Figure 1. Power grid.
Scale bar: 50 microns. Pins as bars on the die edge.
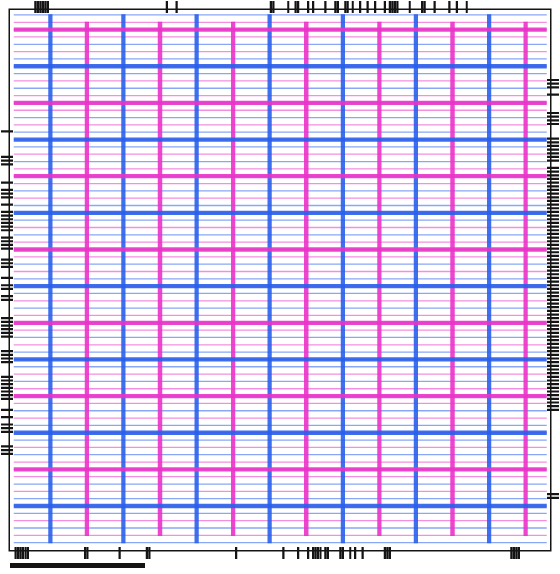
Figure 2. Cells colored by class.
Scale bar: 50 microns.
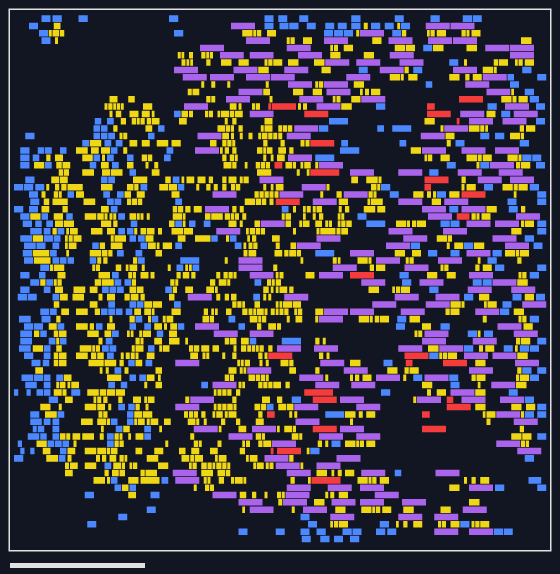
Figure 3. Clock wires, drivers and flops.
Scale bar: 50 microns.
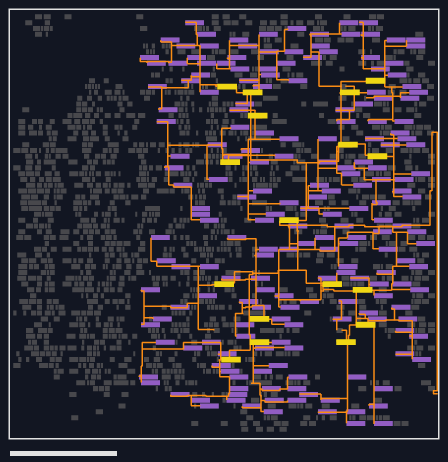
### config.mk
export PLATFORM = sky130hd
export DESIGN_NAME = fetch_unit
export DESIGN_NICKNAME = d
export VERILOG_FILES = /design/src/rtl/fetch_unit.sv
export SDC_FILE = /design/constraint.sdc
export NUM_CORES = 1
export LEC_CHECK = 0
export CAP_MARGIN = 30
export CORE_MARGIN = 1
export CORE_UTILIZATION = 30
export CTS_CLUSTER_DIAMETER = 40
export DETAILED_ROUTE_END_ITERATION = 8
export MAX_ROUTING_LAYER = met4
export PLACE_DENSITY_LB_ADDON = 0.15
export SYNTH_ARGS = -nofsm -noshare
export SYNTH_HDL_FRONTEND = slang
export SYNTH_SLANG_ARGS = --single-unit
### constraint.sdc
create_clock -name clk_i -period 3.5 [get_ports clk_i]
set_clock_uncertainty 0.1 [all_clocks]
set_input_delay 0.35 -clock clk_i [delete_from_list [all_inputs] [get_ports clk_i]]
set_output_delay 0.35 -clock clk_i [all_outputs]
set_load 0.02 [all_outputs]
### src/rtl/fetch_unit.sv
// Instruction fetch stage: PC, imem req/ack port, 2-entry instruction queue, branch/jump redirect.
// Optional FETCH_STATS_EN adds saturating redirect/drop counters.
module fetch_unit #(
    parameter logic [31:0] PC_RESET = 32'h0000_0000
) (
    input  logic        clk_i,
    input  logic        rst_i,
    output logic        imem_req_o,
    output logic [31:0] imem_addr_o,
    input  logic        imem_ack_i,
    input  logic [31:0] imem_data_i,
    output logic        instr_valid_o,
    output logic [31:0] instr_o,
    output logic [31:0] instr_pc_o,
    input  logic        instr_ready_i,
    input  logic        res_valid_i,
    input  logic [31:0] res_pc_i,
    input  logic [31:0] res_instr_i,
    input  logic        branch_i,
    input  logic [1:0]  branch_type_i,
    input  logic        jump_i,
    input  logic        zero_i,
    input  logic        neg_i
`ifdef FETCH_STATS_EN
    ,
    output logic [15:0] redirect_cnt_o,
    output logic [15:0] drop_cnt_o
`endif
);

    typedef enum logic [1:0] {IDLE, REQ, DROP} state_t;

    state_t      r_state, w_state_next;
    logic [31:0] r_pc, w_pc_next;
    logic [31:0] r_addr, w_addr_next;
    logic        r_req, w_req_next;

    logic        r_v0, r_v1, w_v0_next, w_v1_next;
    logic [31:0] r_d0, r_d1, w_d0_next, w_d1_next;
    logic [31:0] r_p0, r_p1, w_p0_next, w_p1_next;

    logic        w_branch_cond;
    logic        w_taken;
    logic [31:0] w_res_pc_plus4;
    logic [31:0] w_br_target;
    logic [31:0] w_jmp_target;
    logic [31:0] w_target;
    logic [31:0] w_pc_incr;
    logic        w_pop;
    logic        w_push;
    logic [1:0]  w_occ_after_pop;
    logic [1:0]  w_occ_next;
    logic [5:0]  w_unused_opcode;

    assign w_unused_opcode = res_instr_i[31:26];

    always_comb begin
        w_branch_cond = 1'b0;
        case (branch_type_i)
            2'd0:    w_branch_cond = zero_i;
            2'd1:    w_branch_cond = ~zero_i;
            2'd2:    w_branch_cond = zero_i | neg_i;
            default: w_branch_cond = neg_i;
        endcase
    end

    assign w_taken        = res_valid_i & (jump_i | (branch_i & w_branch_cond));
    assign w_res_pc_plus4 = res_pc_i + 32'd4;
    assign w_br_target    = w_res_pc_plus4 + {{14{res_instr_i[15]}}, res_instr_i[15:0], 2'b00};
    assign w_jmp_target   = {w_res_pc_plus4[31:28], res_instr_i[25:0], 2'b00};
    assign w_target       = jump_i ? w_jmp_target : w_br_target;
    assign w_pc_incr      = r_pc + 32'd4;

    assign w_pop           = r_v0 & instr_ready_i;
    assign w_push          = (r_state == REQ) & imem_ack_i & ~w_taken;
    assign w_occ_after_pop = {1'b0, r_v0} + {1'b0, r_v1} - {1'b0, w_pop};
    assign w_occ_next      = w_occ_after_pop + {1'b0, w_push};

    // A redirect with nothing stale in flight issues the target request on the very next cycle.
    always_comb begin
        w_state_next = r_state;
        w_pc_next    = r_pc;
        w_addr_next  = r_addr;
        w_req_next   = r_req;
        case (r_state)
            IDLE: begin
                if (w_taken) begin
                    w_pc_next    = w_target;
                    w_addr_next  = w_target;
                    w_req_next   = 1'b1;
                    w_state_next = REQ;
                end else if (w_occ_after_pop < 2'd2) begin
                    w_addr_next  = r_pc;
                    w_req_next   = 1'b1;
                    w_state_next = REQ;
                end
            end
            REQ: begin
                if (imem_ack_i) begin
                    if (w_taken) begin
                        w_pc_next   = w_target;
                        w_addr_next = w_target;
                        w_req_next  = 1'b1;
                    end else begin
                        w_pc_next = w_pc_incr;
                        if (w_occ_next < 2'd2) begin
                            w_addr_next = w_pc_incr;
                            w_req_next  = 1'b1;
                        end else begin
                            w_req_next   = 1'b0;
                            w_state_next = IDLE;
                        end
                    end
                end else if (w_taken) begin
                    w_pc_next    = w_target;
                    w_state_next = DROP;
                end
            end
            DROP: begin
                if (w_taken) begin
                    w_pc_next = w_target;
                end
                if (imem_ack_i) begin
                    w_addr_next  = w_taken ? w_target : r_pc;
                    w_req_next   = 1'b1;
                    w_state_next = REQ;
                end
            end
            default: begin
                w_req_next   = 1'b0;
                w_state_next = IDLE;
            end
        endcase
    end

    // Queue is a shift register so the head always sits in entry 0.
    always_comb begin
        w_v0_next = r_v0;
        w_d0_next = r_d0;
        w_p0_next = r_p0;
        w_v1_next = r_v1;
        w_d1_next = r_d1;
        w_p1_next = r_p1;
        if (w_pop) begin
            w_v0_next = r_v1;
            w_d0_next = r_d1;
            w_p0_next = r_p1;
            w_v1_next = 1'b0;
        end
        if (w_push) begin
            if (!w_v0_next) begin
                w_v0_next = 1'b1;
                w_d0_next = imem_data_i;
                w_p0_next = r_addr;
            end else begin
                w_v1_next = 1'b1;
                w_d1_next = imem_data_i;
                w_p1_next = r_addr;
            end
        end
        if (w_taken) begin
            w_v0_next = 1'b0;
            w_v1_next = 1'b0;
        end
    end

    always_ff @(posedge clk_i or negedge rst_i) begin
        if (!rst_i) begin
            r_state <= IDLE;
            r_pc    <= PC_RESET;
            r_addr  <= 32'h0;
            r_req   <= 1'b0;
            r_v0    <= 1'b0;
            r_d0    <= 32'h0;
            r_p0    <= 32'h0;
            r_v1    <= 1'b0;
            r_d1    <= 32'h0;
            r_p1    <= 32'h0;
        end else begin
            r_state <= w_state_next;
            r_pc    <= w_pc_next;
            r_addr  <= w_addr_next;
            r_req   <= w_req_next;
            r_v0    <= w_v0_next;
            r_d0    <= w_d0_next;
            r_p0    <= w_p0_next;
            r_v1    <= w_v1_next;
            r_d1    <= w_d1_next;
            r_p1    <= w_p1_next;
        end
    end

    assign imem_req_o    = r_req;
    assign imem_addr_o   = r_addr;
    assign instr_valid_o = r_v0;
    assign instr_o       = r_d0;
    assign instr_pc_o    = r_p0;

`ifdef FETCH_STATS_EN
    logic [15:0] r_redirect_cnt;
    logic [15:0] r_drop_cnt;
    logic        w_drop;

    // Discarded acks: the ack of a request being redirected away, or any ack of a stale request.
    assign w_drop = imem_ack_i & (((r_state == REQ) & w_taken) | (r_state == DROP));

    always_ff @(posedge clk_i or negedge rst_i) begin
        if (!rst_i) begin
            r_redirect_cnt <= 16'h0;
            r_drop_cnt     <= 16'h0;
        end else begin
            if (w_taken && (r_redirect_cnt != 16'hFFFF)) begin
                r_redirect_cnt <= r_redirect_cnt + 16'd1;
            end
            if (w_drop && (r_drop_cnt != 16'hFFFF)) begin
                r_drop_cnt <= r_drop_cnt + 16'd1;
            end
        end
    end

    assign redirect_cnt_o = r_redirect_cnt;
    assign drop_cnt_o     = r_drop_cnt;
`endif

endmodule

==> ci_impl_report.md <==
### Metrics collected by this job

| Metric | Value |
|---|---|
| Crit path arrival time | 3.50 ns |
| Pre-antenna DRT Iters | 5 |
| Final #Nets | 1757 |
| Cell taking the most area after synthesis | dfrtp_1 |
| Synthesized area | 11810 sq um |
| Synth top area share | 41.75% |
| Port Buf Inserts | 198 |
| Largest fanout on the critical path | 3 |
| Pleak | 6.954 nW |
| CTS buffer count | 17 |
| Cells after DPL | 2098 |
| Vias in the first global route | 10061 |
| Yosys reg bits | 197 |
| Fill cell count | 3838 |
| Hold crit path type | register to register |
| Initial DRC Count | 625 |
| Top cells by count | dfrtp_1 (197), a21oi_1 (151), nor2_1 (148) |
| Status | complete, no violations |
| CP startpoint kind | input pin |
| Root Buffer | clkbuf_16 |
| Antenna violation net count after detailed routing | 0 |
| Pin slew with the least headroom to its limit | 0.9790 ns |
## Picture notes: Figure 1
Magenta is VDD. Blue is VSS.
205 signal pins sit on the boundary. 14 straps on met4. 73 met1 rails follow the rows. 14 straps on met5.
Max IR drop VDD: 0.3335 mV
core area: 38740 sq um
die height: 200.4 microns
Die W: 200.4 microns

## Picture notes: Figure 2
Yellow is remaining logic cells, cells 1021, share of their area 43%. Blue is remaining buffers and delay cells, cells 373, share of their area 22%. Red is clock drivers and dummy loads, cells 31, share of their area 3.8%. Purple is registers, cells 197, share of their area 31%.

## Picture notes: Figure 3
Orange is clock wires, length 2740 microns. Purple is flip-flops, count 197. Yellow is clock-net drivers, count 17.
There are 18 routed clock nets.

final timing paths:
check | startpoint | endpoint | slack (ns) | depth (start not counted)
max | res_instr_i[0] | r_pc[20]$_DFFE_PN0N_ | 0.25 | 12
min | r_pc[0]$_DFFE_PN0N_ | r_pc[0]$_DFFE_PN0N_ | 0.39 | 2
max reg2reg | r_pc[10]$_DFFE_PN0N_ | imem_addr_o[30]$_DFFE_PN0P_ | 0.61 | 8
min reg2reg | r_pc[0]$_DFFE_PN0N_ | r_pc[0]$_DFFE_PN0N_ | 0.39 | 2
max in group asynchronous | rst_i | instr_o[15]$_DFF_PN0_ | 2.09 | 3
min in group asynchronous | rst_i | instr_o[9]$_DFF_PN0_ | 0.46 | 2
placed cells by master, fill, tap and decap left out, types with 8 or more instances in the layout:
cell / n
and3_1: 9
xnor2_1: 58
nand2_1: 121
nor2_1: 144
dfrtp_1: 197
nor3_1: 13
a21oi_1: 145
o211ai_1: 8
a31oi_1: 11
o21ai_0: 70
dlymetal6s2s_1: 11
buf_4: 165
xor2_1: 22
o31ai_1: 15
clkbuf_16: 17
clkdlybuf4s50_1: 180
a21o_1: 11
nand4_1: 18
inv_1: 22
mux2i_1: 72
mux2_2: 69
ha_1: 38
nand3_1: 46
buf_12: 9
registers in the layout (all words and copies together) (netlist names):
register and flops:
imem_addr_o 32, instr_o 32, instr_pc_o 32, r_d1 32, r_p1 32, r_pc 32, r_state 2, imem_req_o 1
instr_valid_o 1, r_v1 1
stage by stage:
stage          TNS [ns]  hold slack, ns  area [sq um]
6_report              0          0.3852         16350
2_1_floorplan         0        -0.04559         11860
3_3_place_gp     -14.90          0.3641         15570
4_1_cts               0          0.3892         16300
3_5_place_dp     -16.79          0.3716         15570
5_1_grt               0          0.4051         16350
critical path, stage by stage:
cell and delay, ns:
clkdlybuf4s50_1 0.43, ha_1 0.22, fa_1 0.40, a211oi_1 0.36, o21ai_1 0.16, a311o_1 0.37, o21ai_2 0.21, o21ai_2 0.13
xnor2_1 0.13, o21ai_0 0.43, a21oi_1 0.13, o21ai_0 0.17
timing repair:
item	in CTS	in global routing
buffers inserted	9	2
setup endpoints to repair	15	24
pin swaps	22	21
endpoints found under the hold margin	90	0
hold buffers	1	0
gates resized	21	32
report_power, final:
part           switching, mW  internal (mW)  leakage, nW
logic                   2.70           2.61         4.32
clock network          0.880           1.15        0.280
registers              0.831           3.35         2.36
total                   4.41           7.10         6.95
cell families after synthesis:
group,count (synthesis),share of synthesized area (%)
compound gates,337,17.07
xor+xnor,82,6.082
fa+ha+maj,40,4.302
buf+inv,97,3.179
flops,197,41.75
mux,141,12.68
simple gates,398,14.94
cell type report:
| type | count | share of cell area (%) |
|---|---|---|
| clock buffers | 21 | 2.755 |
| clock inverters | 10 | 0.9032 |
| inverters | 23 | 0.5434 |
| multi-input cells | 998 | 40.80 |
| flip-flops and latches | 197 | 30.16 |
| well taps | 518 | 3.965 |
| repair buffers | 373 | 20.87 |
metal layers:
metal / track usage, % / share of wire, %
met5: - / 0
met4: 4.526 / 1.3
met3: 2.376 / 3.5
met2: 26.12 / 43
met1: 25.53 / 52
Power is estimated from default activity; no workload was simulated.
